--- src/rtl/mem_arbiter.sv ---
// Shares one single-port memory between instruction fetch and load/store.
// Data wins contention; a grant streak counter bounds fetch starvation and WAIT is timeout-guarded.
module mem_arbiter #(
    parameter int B_WIDTH      = 32,
    parameter int STARVE_LIMIT = 4,
    parameter int TIMEOUT      = 64
) (
    input  logic                 clk,
    input  logic                 rst,
    input  logic                 i_req,
    input  logic [31:0]          i_addr,
    output logic [B_WIDTH-1:0]   i_rdata,
    output logic                 i_ready,
    input  logic                 d_req,
    input  logic                 d_we,
    input  logic [B_WIDTH/8-1:0] d_wbe,
    input  logic [31:0]          d_addr,
    input  logic [B_WIDTH-1:0]   d_wdata,
    output logic [B_WIDTH-1:0]   d_rdata,
    output logic                 d_ready,
    output logic                 bus_err,
    output logic                 m_en,
    output logic                 m_we,
    output logic [B_WIDTH/8-1:0] m_wbe,
    output logic [31:0]          m_addr,
    output logic [B_WIDTH-1:0]   m_wdata,
    input  logic [B_WIDTH-1:0]   m_rdata,
    input  logic                 m_valid
);
    localparam int            TW         = $clog2(TIMEOUT);
    localparam logic [3:0]    STREAK_MAX = 4'(STARVE_LIMIT);
    localparam logic [TW-1:0] TCNT_LAST  = TW'(TIMEOUT - 1);

    typedef enum logic [1:0] {IDLE, ISSUE, WAIT, DONE} state_t;
    state_t state, next_state;

    logic          owner_i;
    logic          err;
    logic [3:0]    streak;
    logic [TW-1:0] tcnt;
    logic          grant_i;
    logic          grant_d;
    logic          timeout_hit;

    always_ff @(posedge clk or posedge rst) begin
        if (rst) state <= IDLE;
        else     state <= next_state;
    end

    always_comb begin
        next_state  = state;
        grant_i     = 1'b0;
        grant_d     = 1'b0;
        timeout_hit = 1'b0;
        m_en        = 1'b0;
        i_ready     = 1'b0;
        d_ready     = 1'b0;
        bus_err     = 1'b0;
        unique case (state)
            IDLE: begin
                grant_i = i_req && (!d_req || streak == STREAK_MAX);
                grant_d = d_req && !grant_i;
                if (grant_i || grant_d) next_state = ISSUE;
            end
            ISSUE: begin
                m_en       = 1'b1;
                next_state = WAIT;
            end
            WAIT: begin
                // a response landing on the last allowed cycle still counts as a normal completion
                if (m_valid) begin
                    next_state = DONE;
                end else if (tcnt == TCNT_LAST) begin
                    timeout_hit = 1'b1;
                    next_state  = DONE;
                end
            end
            DONE: begin
                i_ready    = owner_i;
                d_ready    = !owner_i;
                bus_err    = err;
                next_state = IDLE;
            end
            default: next_state = IDLE;
        endcase
    end

    always_ff @(posedge clk or posedge rst) begin
        if (rst) begin
            owner_i <= 1'b0;
            err     <= 1'b0;
            streak  <= '0;
            tcnt    <= '0;
            m_we    <= 1'b0;
            m_wbe   <= '0;
            m_addr  <= '0;
            m_wdata <= '0;
            i_rdata <= '0;
            d_rdata <= '0;
        end else begin
            if (grant_i || grant_d) begin
                owner_i <= grant_i;
                m_we    <= grant_d && d_we;
                m_wbe   <= grant_d ? d_wbe : '0;
                m_addr  <= grant_i ? i_addr : d_addr;
                m_wdata <= grant_d ? d_wdata : '0;
                if (grant_d && i_req)
                    streak <= (streak == STREAK_MAX) ? streak : streak + 4'd1;
                else
                    streak <= '0;
            end
            if (state == WAIT) begin
                if (m_valid || timeout_hit) begin
                    if (owner_i) i_rdata <= m_valid ? m_rdata : '0;
                    else         d_rdata <= m_valid ? m_rdata : '0;
                    err <= !m_valid;
                end else begin
                    tcnt <= tcnt + TW'(1);
                end
            end
            if (state == DONE) begin
                tcnt    <= '0;
                err     <= 1'b0;
                m_we    <= 1'b0;
                m_wbe   <= '0;
                m_addr  <= '0;
                m_wdata <= '0;
            end
        end
    end

endmodule
--- config.mk ---
export PLATFORM = sky130hd
export DESIGN_NAME = mem_arbiter
export DESIGN_NICKNAME = d
export VERILOG_FILES = /design/src/rtl/mem_arbiter.sv
export SDC_FILE = /design/constraint.sdc
export NUM_CORES = 1
export LEC_CHECK = 0
export ABC_AREA = 1
export CAP_MARGIN = 20
export CORE_AREA = 2 2 131 133
export CTS_CLUSTER_DIAMETER = 30
export DETAILED_ROUTE_END_ITERATION = 8
export DIE_AREA = 0 0 133 135
export PLACE_DENSITY = 0.75
export SLEW_MARGIN = 20
export SYNTH_ARGS = -nofsm -noshare
export SYNTH_HDL_FRONTEND = slang
export SYNTH_SLANG_ARGS = --single-unit
--- constraint.sdc ---
create_clock -name clk -period 13.7 [get_ports clk]
set_clock_uncertainty 0.15 [all_clocks]
set_input_delay 3.425 -clock clk [delete_from_list [all_inputs] [get_ports clk]]
set_output_delay 3.425 -clock clk [all_outputs]
set_load 0.02 [all_outputs]
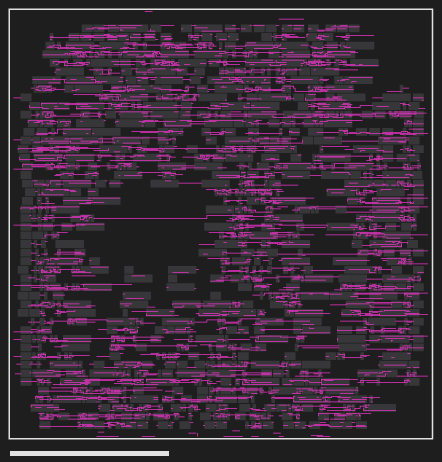
run_1/met1.png
Bar = 50 µm.
share of all routed wire	42%
longest straight run	37.3 µm
main direction	horizontal
nets with wire on the layer	988
wire length on this layer	7,170 µm

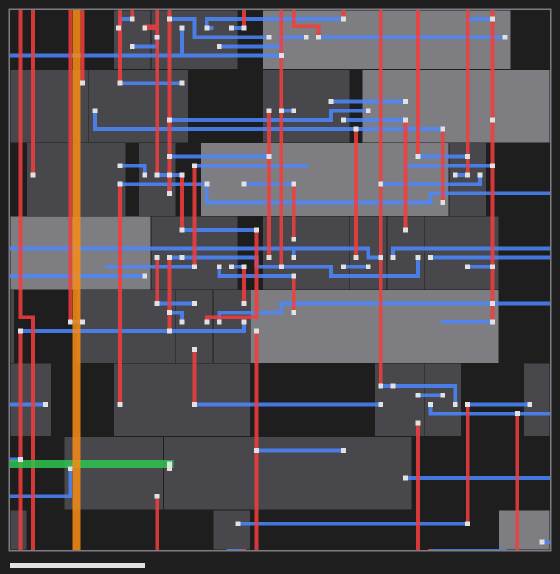
run_1/zoom.png
Bar = 5 µm. Region (90, 91) to (110, 111) µm. Cells in grey, sequential cells in the stronger grey; small squares are vias.
colour	layer
blue	met1
green	met3
red	met2
orange	met4
most frequent	nand2_1 (8), dfrtp_1 (5), clkdlybuf4s50_1 (5)
netlist names of flops here include	`d_rdata` (3), `i_rdata` (2)
sequential cells in the window	5
cells with their middle in the window	27

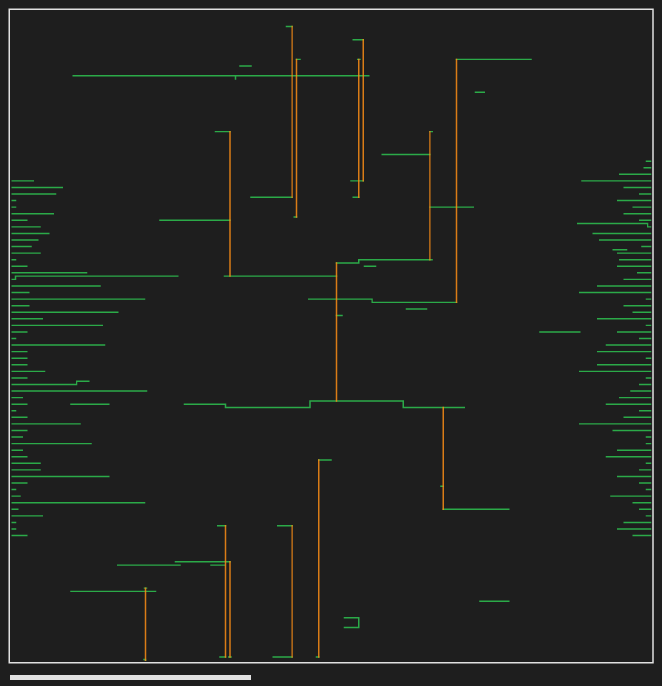
run_1/metal_stack.png
Bar = 50 µm. Only two layers are drawn.
colour	layer	wire length
green	met3	1,140 µm
orange	met4	412 µm

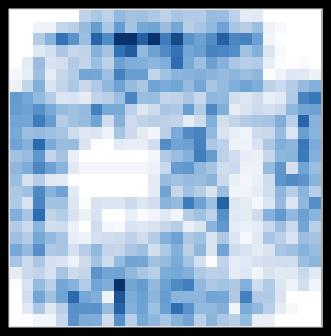
run_1/wire_density.png
27 x 27 tiles, from white (low) to dark blue (high), scaled to the fullest tile. Values are wire area over tile area, all layers added.
mean over tiles	0.15
nearly empty tiles	9.9%
densest ninth of the die	top middle
tiles over half the peak	20%
fullest tile	0.48

==> flow_summary_export.csv, run 1 <==
group,metric,value,unit
route,drc,0,
worst_hold_path,holdPathStages,2,
setup_path,crit_type,"reg2out",
logic_synthesis,syn_nets,893,
die,coreArea,0.0164,mm²
placement,gp_congestion,0.790,
logic_synthesis,syn_area,0.00651,mm²
worst_hold_path,hold_path_end,"m_wdata[16]",
setup_path,cp_slowest_cell,"clkdlybuf4s50_1",
setup_path,crit_buf_inv,2,
die,fp.dieH,135,µm
route,firstDrtPassIters,4,
global_route,met3_usage,5.74,%
power,max-vdd-ir-drop,0.101,mV
setup_path,ff2ff_path_depth,7,
final_timing,hold_violations,0,
cts,cts_tree,"done",
setup_path,rr_endpoint,"d_rdata[3]",
logic_synthesis,synthDistinctLibCells,25,
final_timing,rsz0062_at_grt,"false",
finish,final_common_cell,"nand2_1",
final_timing,drv_slew,0,
worst_hold_path,hold_start,"m_wdata[16]",
die,rows,47,
run,drv.max_cap_violation_count,0,
cts,post-cts-setup-buffer-count,0,
worst_hold_path,hp-class,"reg2reg",
cts,cts_resized,0,
global_route,busiest_layer,"met2",
route,wl_per_cell,13.7,µm
logic_synthesis,ys.flops,147,
finish,finish.utilization,60.6,%
placement,port-buffer-count,274,
global_route,grt_pass1_vias,5671,
setup_path,reg2reg_slack,11.48,ns
route,antenna_left,0,
logic_synthesis,ys_seq_share,56.5,%
setup_path,path_max_fanout,9,
global_route,grt_pass1_wl,28200,µm
route,vias,5666,
global_route,grtUsageTotal,19.7,%
setup_path,start_kind,"flip-flop",
finish,area_growth,52.9,%
final_timing,fin_tns_setup,0,ns
run_status,status,"finished, final reports clean",
logic_synthesis,syn_inst,747,
cts,ctsLongestPathBuffers,2,
cts,worstSkewPairLatency,0.41,ns
setup_path,crit_arrival,2.17,ns
final_timing,setup_viol,0,
power,finalPower,2.13,mW
die,die-area,0.0180,mm²
route,wl,17000,µm
logic_synthesis,synth_chip_area,0.00651,mm²
power,p_leak,4.85,nW
setup_path,critical_path.top_delay_family,"buffers and inverters",
global_route,grtUsageMet1,24.2,%
finish,diodes,0,
cts,cts_root_buffer,"clkbuf_16",
setup_path,end_kind,"output port",
run,warning_count,31,
die,ios,275,
cts,cts_sinks,147,
cts,h-tree-depth,4,
setup_path,critical_path.cell_chain,"ha_1 -> inv_1 -> nor2_1 -> clkdlybuf4s50_1",
route,drtIter0Drc,288,
finish,fin_nets,1155,
die,fp_util,39.7,%
setup_path,r2r_start,"state[0]",
finish,lay_top_cells,"nand2_1, clkdlybuf4s50_1, dfrtp_1, inv_1, o21ai_2",
final_timing,fmax,0.174,GHz
setup_path,critPathMaxStageDelay,0.65,ns
final_timing,timing.final.crit_share,41.9,%
die,fp.dieW,133,µm
cts,numCtsBuffers,17,
final_timing,worst_pin_slew,0.953,ns
global_route,antenna_found_initial,0,
cts,postCtsHoldBufs,0,
route,vias_per_cell,4.56,
logic_synthesis,yosys_warnings,0,
global_route,grt_max_degree,78,
setup_path,required,10.12,ns
cts,clkTransAtPathRegs,0.06,ns
placement,place_hpwl,11900,µm
global_route,use_met2,33.2,%
global_route,grt-ovfl-total,0,
run 1: logic make-up after synthesis:
logic type | share of synthesized area [%]
adders and majority gates | 1.54
DFF | 56.5
AOI/OAI and AO/OA | 11.7
xor gates and xnor gates | 0.269
and+or+nand+nor | 23.0
buffers and inverters | 7.02
run 1: final cells by class:
type / count / area (µm²)
Clock inverter: 11 / 153
Clock buffer: 21 / 460
Tap cell: 220 / 275
Multi-Input combinational cell: 509 / 2380
Inverter: 55 / 211
Timing Repair Buffer: 279 / 2790
Fill cell: 1400 / 6460
Sequential cell: 147 / 3680
run 1: worst register-to-register path, delay by kind of cell, from the launching register on:
| family | cells | cell delay (ns) |
|---|---|---|
| fa+ha+maj | 1 | 0.30 |
| compound gates | 2 | 0.28 |
| buf+inv | 2 | 0.24 |
| flops | 1 | 0.41 |
| simple gates | 2 | 0.71 |
run 1: Yosys cell counts:
master	n	area share [%]
nand2_1	357	21
dfrtp_1	147	57
inv_1	54	3.1
o21ai_2	43	5.8
o21ai_0	42	3.2
o21ai_1	22	1.7
buf_2	14	1.1
buf_6	12	2.1
nor2_1	10	0.58
clkbuf_1	8	0.46
ha_1	8	1.5
nand3_1	6	0.46
a21oi_1	4	0.31
nand4_1	4	0.38
nand2_4	3	0.52
buf_4	2	0.23
nor2_4	2	0.35
o22ai_1	2	0.19
a21oi_4	1	0.25
a31oi_1	1	0.096
inv_2	1	0.058
nand2_2	1	0.096
o21bai_1	1	0.12
xnor2_1	1	0.13
xor2_1	1	0.13
run 1: sequential cells by signal, indices dropped and copies added, names as in the netlist:
register  count
m_wbe         4
i_rdata      32
m_wdata      32
owner_i       1
err           1
streak        4
state         2
d_rdata      32
m_addr       32
tcnt          6
m_we          1
run 1: routing by layer:
layer	up-vias	share of wire, %
li1	2853	-
met1	2601	42
met2	178	49
met3	34	6.7
met4	0	2.4
met5	-	0
run 1: worst max-delay path by stage:
stage	start	to	slack [ns]	cells after the start
2_1_floorplan	rst	d_rdata[0]	6.17	1
3_3_place_gp	i_req	m_addr[27]	7.94	5
3_5_place_dp	i_req	m_addr[25]	7.87	5
4_1_cts	state[0]	d_ready	7.92	4
5_1_grt	state[0]	d_ready	7.83	4
6_report	state[0]	d_ready	7.95	4
run 1: stage by stage:
stage / instances / setup slack (ns) / hold slack (ns) / instance area, µm²
global placement: 1209 / 7.94 / 0.310 / 9320
CTS: 1241 / 7.92 / 0.331 / 9930
detailed placement: 1209 / 7.87 / 0.314 / 9320
floorplan: 747 / 6.17 / 0.317 / 6510
finish: 1242 / 7.95 / 0.326 / 9950
global route: 1242 / 7.83 / 0.346 / 9950
run 1: where the power goes:
part           internal (mW)  switching [mW]  total, mW
logic                  0.417           0.539      0.956
registers              0.602          0.0955      0.697
clock network          0.297           0.182      0.479
run_1/final_congestion.png
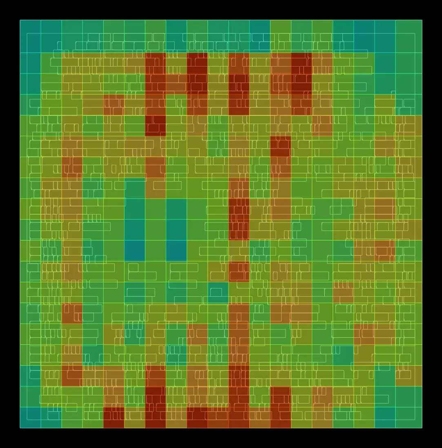

==> run 1 -> run 2 <==
clock period = 5.9 ns   (was 13.7 ns; I/O delays follow)
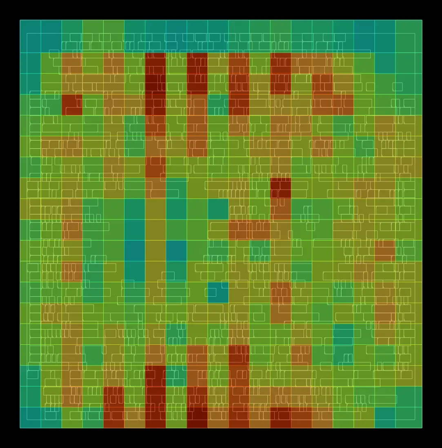
run_2/final_congestion.png
final design utilization: 60.6%
M2 GR Usage: 33.3%
met3 usage: 5.93%
WL per Instance: 13.6 µm

==> run 2 against run 1 <==
Against the previous run: via count down 1.5%; worst setup slack lost 5.8 ns; critical path depth unchanged; clock-buffer cell count is 4 lower; core utilization fell by 0.061 points; highest routed layer unchanged.
==> flow_summary_export.csv, run 2 <==
group,metric,value,unit
run_status,status,"finished, final reports clean",
logic_synthesis,ys_seq_share,56.5,%
setup_path,path_max_fanout,9,
logic_synthesis,synthDistinctLibCells,25,
finish,lay_top_cells,"nand2_1, clkdlybuf4s50_1, dfrtp_1, inv_1, o21ai_2",
die,rows,47,
route,drtIter0Drc,226,
final_timing,holdWs,0.328,ns
cts,ctsLongestPathBuffers,2,
setup_path,start_kind,"flip-flop",
final_timing,fin_tns_setup,0,ns
die,fp_util,39.7,%
placement,gp_congestion,0.784,
global_route,grt-ovfl-total,0,
setup_path,crit_arrival,2.15,ns
die,fp.dieW,133,µm
cts,cts_sinks,147,
logic_synthesis,edf_count,0,
power,max-vdd-ir-drop,0.234,mV
finish,fin_nets,1156,
logic_synthesis,yosysTopAreaCell,"dfrtp_1",
logic_synthesis,syn_area,0.00651,mm²
logic_synthesis,ys_dominant_reg_cell,"dfrtp_1",
run,warning_count,31,
cts,clkTransAtPathRegs,0.06,ns
global_route,grt_pass1_vias,5571,
setup_path,crit_type,"reg2out",
final_timing,worst_pin_slew,0.877,ns
finish,area_growth,52.8,%
cts,h-tree-depth,4,
finish,nFillCells,1437,
final_timing,timing.final.crit_share,64.0,%
logic_synthesis,syn_inst,747,
cts,worstSkewPairLatency,0.41,ns
placement,place_hpwl,12000,µm
setup_path,required,4.28,ns
cts,numCtsBuffers,17,
cts,cts_tree,"done",
setup_path,end_kind,"output port",
logic_synthesis,synthArstFlopShare,100,%
global_route,grt_max_degree,95,
logic_synthesis,synth_chip_area,0.00651,mm²
logic_synthesis,yosysTopAreaCellShare,56.5,%
route,vias_per_cell,4.49,
final_timing,rsz0062_at_grt,"false",
logic_synthesis,ys.flops,147,
global_route,grt_pass1_wl,27800,µm
logic_synthesis,yosys_warnings,0,
placement,port-buffer-count,274,
route,drc,0,
route,antenna_left,0,
finish,final_common_cell,"nand2_1",
route,wl,16900,µm
logic_synthesis,top_cells_by_area,"dfrtp_1, nand2_1, o21ai_2, o21ai_0, inv_1",
final_timing,fmax,0.265,GHz
finish,fin_cells,1243,
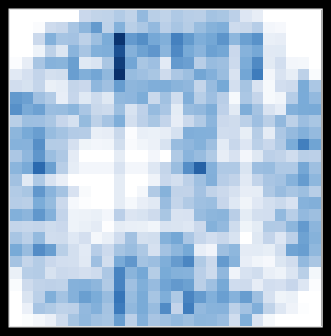
run_2/wire_density.png
27 x 27 tiles, from white (low) to dark blue (high), scaled to the fullest tile. Values are wire area over tile area, all layers added.
mean over tiles	0.15
nearly empty tiles	8.4%
densest ninth of the die	top middle
tiles over half the peak	11%

## run 2: worst max-delay path, cell delays in order (launching register included)
cell             delay, ns
dfrtp_1               0.40
ha_1                  0.36
inv_1                 0.22
nor2_1                0.12
clkdlybuf4s50_1       0.64
## run 2: cell families (layout without fill, tap and decap cells)
kind of cell | after synthesis | count (layout) | synth area share [%]
and+or+nand+nor | 383 | 383 | 23.0
adders and majority gates | 8 | 8 | 1.54
buffers and inverters | 91 | 367 | 7.02
AOI/OAI and AO/OA | 116 | 116 | 11.7
DFF | 147 | 147 | 56.5
xor gates and xnor gates | 2 | 2 | 0.269
## run 2: worst paths after layout
| check | start | end | slack [ns] | depth (start not counted) |
|---|---|---|---|---|
| setup reg to reg | state[0] | m_addr[19] | 3.47 | 8 |
| setup / recovery | state[0] | d_ready | 2.12 | 4 |
| hold reg to reg | m_addr[30] | m_addr[30] | 0.33 | 2 |
| min in group asynchronous | rst | i_rdata[18] | 1.47 | 2 |
| hold / removal | m_addr[30] | m_addr[30] | 0.33 | 2 |
| max in group asynchronous | rst | m_wdata[3] | 3.24 | 3 |
## run 2: layer usage
| layer | part of all wire, % | global-route usage, % |
|---|---|---|
| met4 | 2.3 | 6.45 |
| met1 | 42 | 23.5 |
| met3 | 5.5 | 5.93 |
| met5 | 0 | 0 |
| met2 | 50 | 33.3 |
## run 2: power by group
part	leakage, nW	switching (mW)	total (mW)	internal [mW]
logic	2.61	1.25	2.22	0.969
registers	1.95	0.222	1.62	1.40
clock network	0.286	0.451	1.09	0.636
## run 2: through the flow
stage	setup WS [ns]	util (%)	cell area, µm²
floorplan	0.324	-	6510
global placement	2.09	56.8	9330
detailed placement	2.01	56.8	9330
CTS	2.06	60.5	9920
global route	1.95	60.6	9940
finish	2.12	60.6	9940
## run 2: cell type report
type / count / area (µm²) / area share, %
clock inverter: 15 / 170 / 1.71
clock buffer: 17 / 425 / 4.28
multi-input combinational: 509 / 2380 / 23.9
sequential: 147 / 3680 / 37.0
timing repair buffer: 280 / 2800 / 28.2
inverter: 55 / 211 / 2.13
tap: 220 / 275 / 2.77
run_2/zoom.png
Bar = 5 µm. Region (90, 91) to (110, 111) µm. Cells in grey, sequential cells in the stronger grey; small squares are vias.
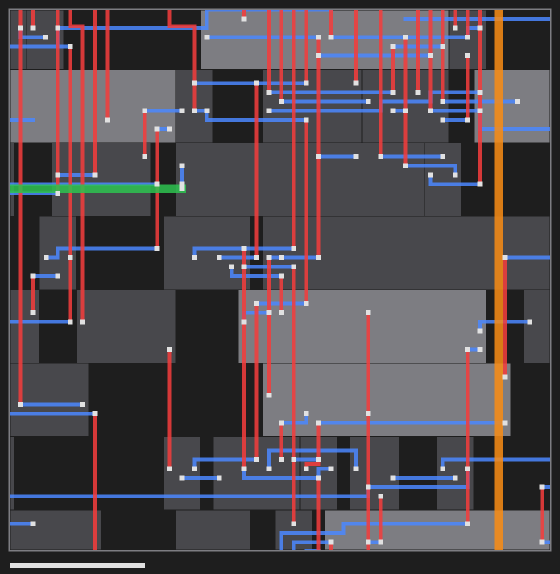

==> run 2 -> run 3 <==
clock period = 3.9 ns   (was 5.9 ns; I/O delays follow)
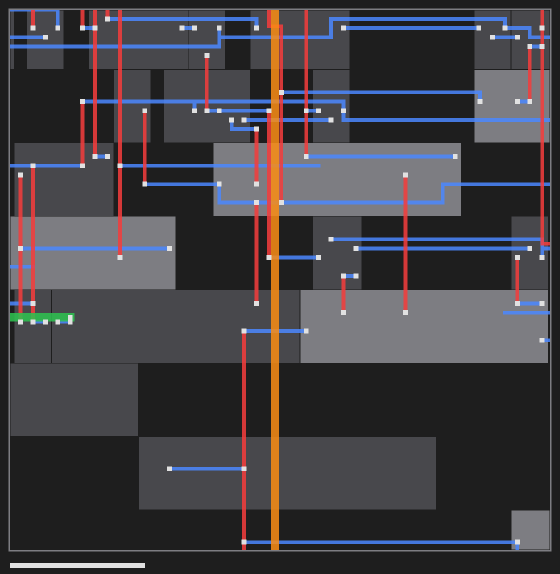
run_3/zoom.png
Bar = 5 µm. Region (90, 91) to (110, 111) µm. Cells in grey, sequential cells in the stronger grey; small squares are vias.
colour	layer
orange	met4
red	met2
green	met3
blue	met1
most frequent	nand2_1 (6), dfrtp_1 (3), clkdlybuf4s50_1 (3)
cells with their middle in the window	17
sequential cells in the window	3
netlist names of flops here include	`i_rdata` (2), `d_rdata` (1)

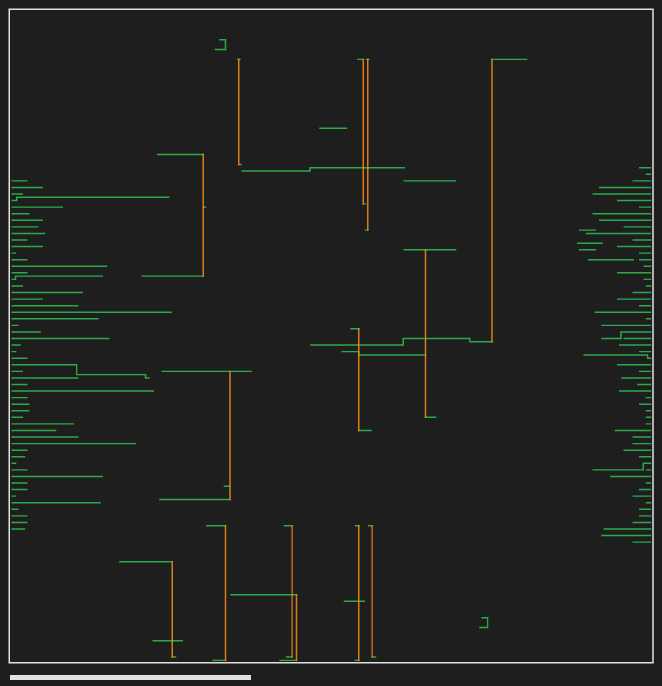
run_3/metal_stack.png
Bar = 50 µm. Only two layers are drawn.
colour	layer	wire length
orange	met4	396 µm
green	met3	1,030 µm

==> run 3 against run 2 <==
Against the previous run: sequential share of layout area fell by 0.15 points; via count is 0.63% higher; wire length rose by 1.1%; core utilization up 0.25 points; worst hold slack worse by 0.0013 ns; first-iteration DRC count increased by 12%; clock power increased by 57%; largest power group unchanged.
==> flow_summary_export.csv, run 3 <==
group,metric,value,unit
cts,worstSkewPairLatency,0.42,ns
final_timing,worst_pin_slew,0.793,ns
global_route,antenna_found_initial,0,
route,vias_per_cell,4.51,
logic_synthesis,synth_chip_area,0.00651,mm²
setup_path,r2r_start,"state[0]",
power,finalPower,7.53,mW
setup_path,rr_endpoint,"i_rdata[12]",
logic_synthesis,syn_area,0.00651,mm²
cts,post-cts-setup-buffer-count,0,
logic_synthesis,top_cells_by_area,"dfrtp_1, nand2_1, o21ai_2, o21ai_0, inv_1",
cts,cts_sinks,147,
power,p_leak,4.86,nW
die,fp_util,39.7,%
setup_path,path_max_fanout,9,
finish,area_growth,53.4,%
setup_path,reg2reg_slack,1.64,ns
route,drc,0,
cts,cts_tree,"done",
logic_synthesis,ys_seq_share,56.5,%
setup_path,crit_end,"d_ready",
cts,h-tree-depth,4,
route,wl,17100,µm
setup_path,critical_path.cell_chain,"ha_1 -> inv_1 -> nor2_1 -> clkdlybuf4s50_1",
run,drv.max_cap_violation_count,0,
logic_synthesis,ys.flops,147,
die,ios,275,
cts,postCtsHoldBufs,0,
placement,dp_cells,1214,
run,warning_count,31,
setup_path,crit_arrival,2.29,ns
finish,diodes,0,
setup_path,required,2.77,ns
cts,cts_resized,0,
run_status,status,"finished, final reports clean",
die,fp.dieW,133,µm
route,firstDrtPassIters,4,
setup_path,ff2ff_path_depth,7,
logic_synthesis,yosysTopAreaCell,"dfrtp_1",
finish,final_common_cell,"nand2_1",
finish,fin_cells,1246,
final_timing,fin_tns_setup,0,ns
finish,fin_nets,1159,
worst_hold_path,hp-class,"reg2reg",
setup_path,cp_slowest_cell,"clkdlybuf4s50_1",
finish,finish.utilization,60.8,%
setup_path,crit_type,"reg2out",
==> run 3: logic make-up (layout without fill, tap and decap cells) <==
kind of cell | after synthesis | count (layout) | share of synthesized area, %
AND-OR/OR-AND | 116 | 116 | 11.7
XOR/XNOR | 2 | 2 | 0.269
adder cells (fa/ha/maj) | 8 | 8 | 1.54
buffers and inverters | 91 | 370 | 7.02
flip-flops | 147 | 147 | 56.5
AND/OR/NAND/NOR | 383 | 383 | 23.0
==> run 3: metrics by stage <==
stage	cell area, µm²	hold WS [ns]	worst slack (ns)
2_1_floorplan	6510	0.317	0.928
3_3_place_gp	9370	0.311	0.952
3_5_place_dp	9370	0.315	0.918
4_1_cts	9980	0.331	0.488
5_1_grt	9980	0.346	0.358
6_report	9980	0.327	0.487
==> run 3: cell type report <==
| class | count | area [µm²] |
|---|---|---|
| fill | 1401 | 6420 |
| sequential | 147 | 3680 |
| timing repair buffer | 283 | 2820 |
| multi-input combinational | 509 | 2380 |
| clock buffer | 20 | 437 |
| tap | 220 | 275 |
| inverter | 55 | 210 |
| clock inverter | 12 | 179 |
==> run 3: worst min path at each step <==
stage,to,from,slack (ns)
3_3_place_gp,m_addr[4],m_addr[4],0.31
2_1_floorplan,err,err,0.32
6_report,m_addr[3],m_addr[3],0.33
4_1_cts,m_addr[3],m_addr[3],0.33
5_1_grt,m_addr[0],m_addr[0],0.35
3_5_place_dp,m_addr[3],m_addr[3],0.31
==> run 3: power breakdown <==
part	switching [mW]	total, mW	internal (mW)
sequential	0.335	2.45	2.11
combinational	1.89	3.37	1.48
clock	0.634	1.71	1.07
total	2.86	7.53	4.67
==> run 3: per-layer routing <==
layer	GRT usage (%)	wire length (µm)	part of all wire [%]
met1	24.2	7460	44
met4	8.18	396	2.3
met2	31.6	8180	48
met3	5.41	1030	6.0
met5	0	0	0
==> run 3: worst max-delay path: cells and delay by family (launching register included) <==
family,cells,cell delay (ns)
adder cells (fa/ha/maj),1,0.41
buffers and inverters,2,0.90
flip-flops,1,0.41
AND/OR/NAND/NOR,1,0.15
Power is estimated from default activity; no workload was simulated.
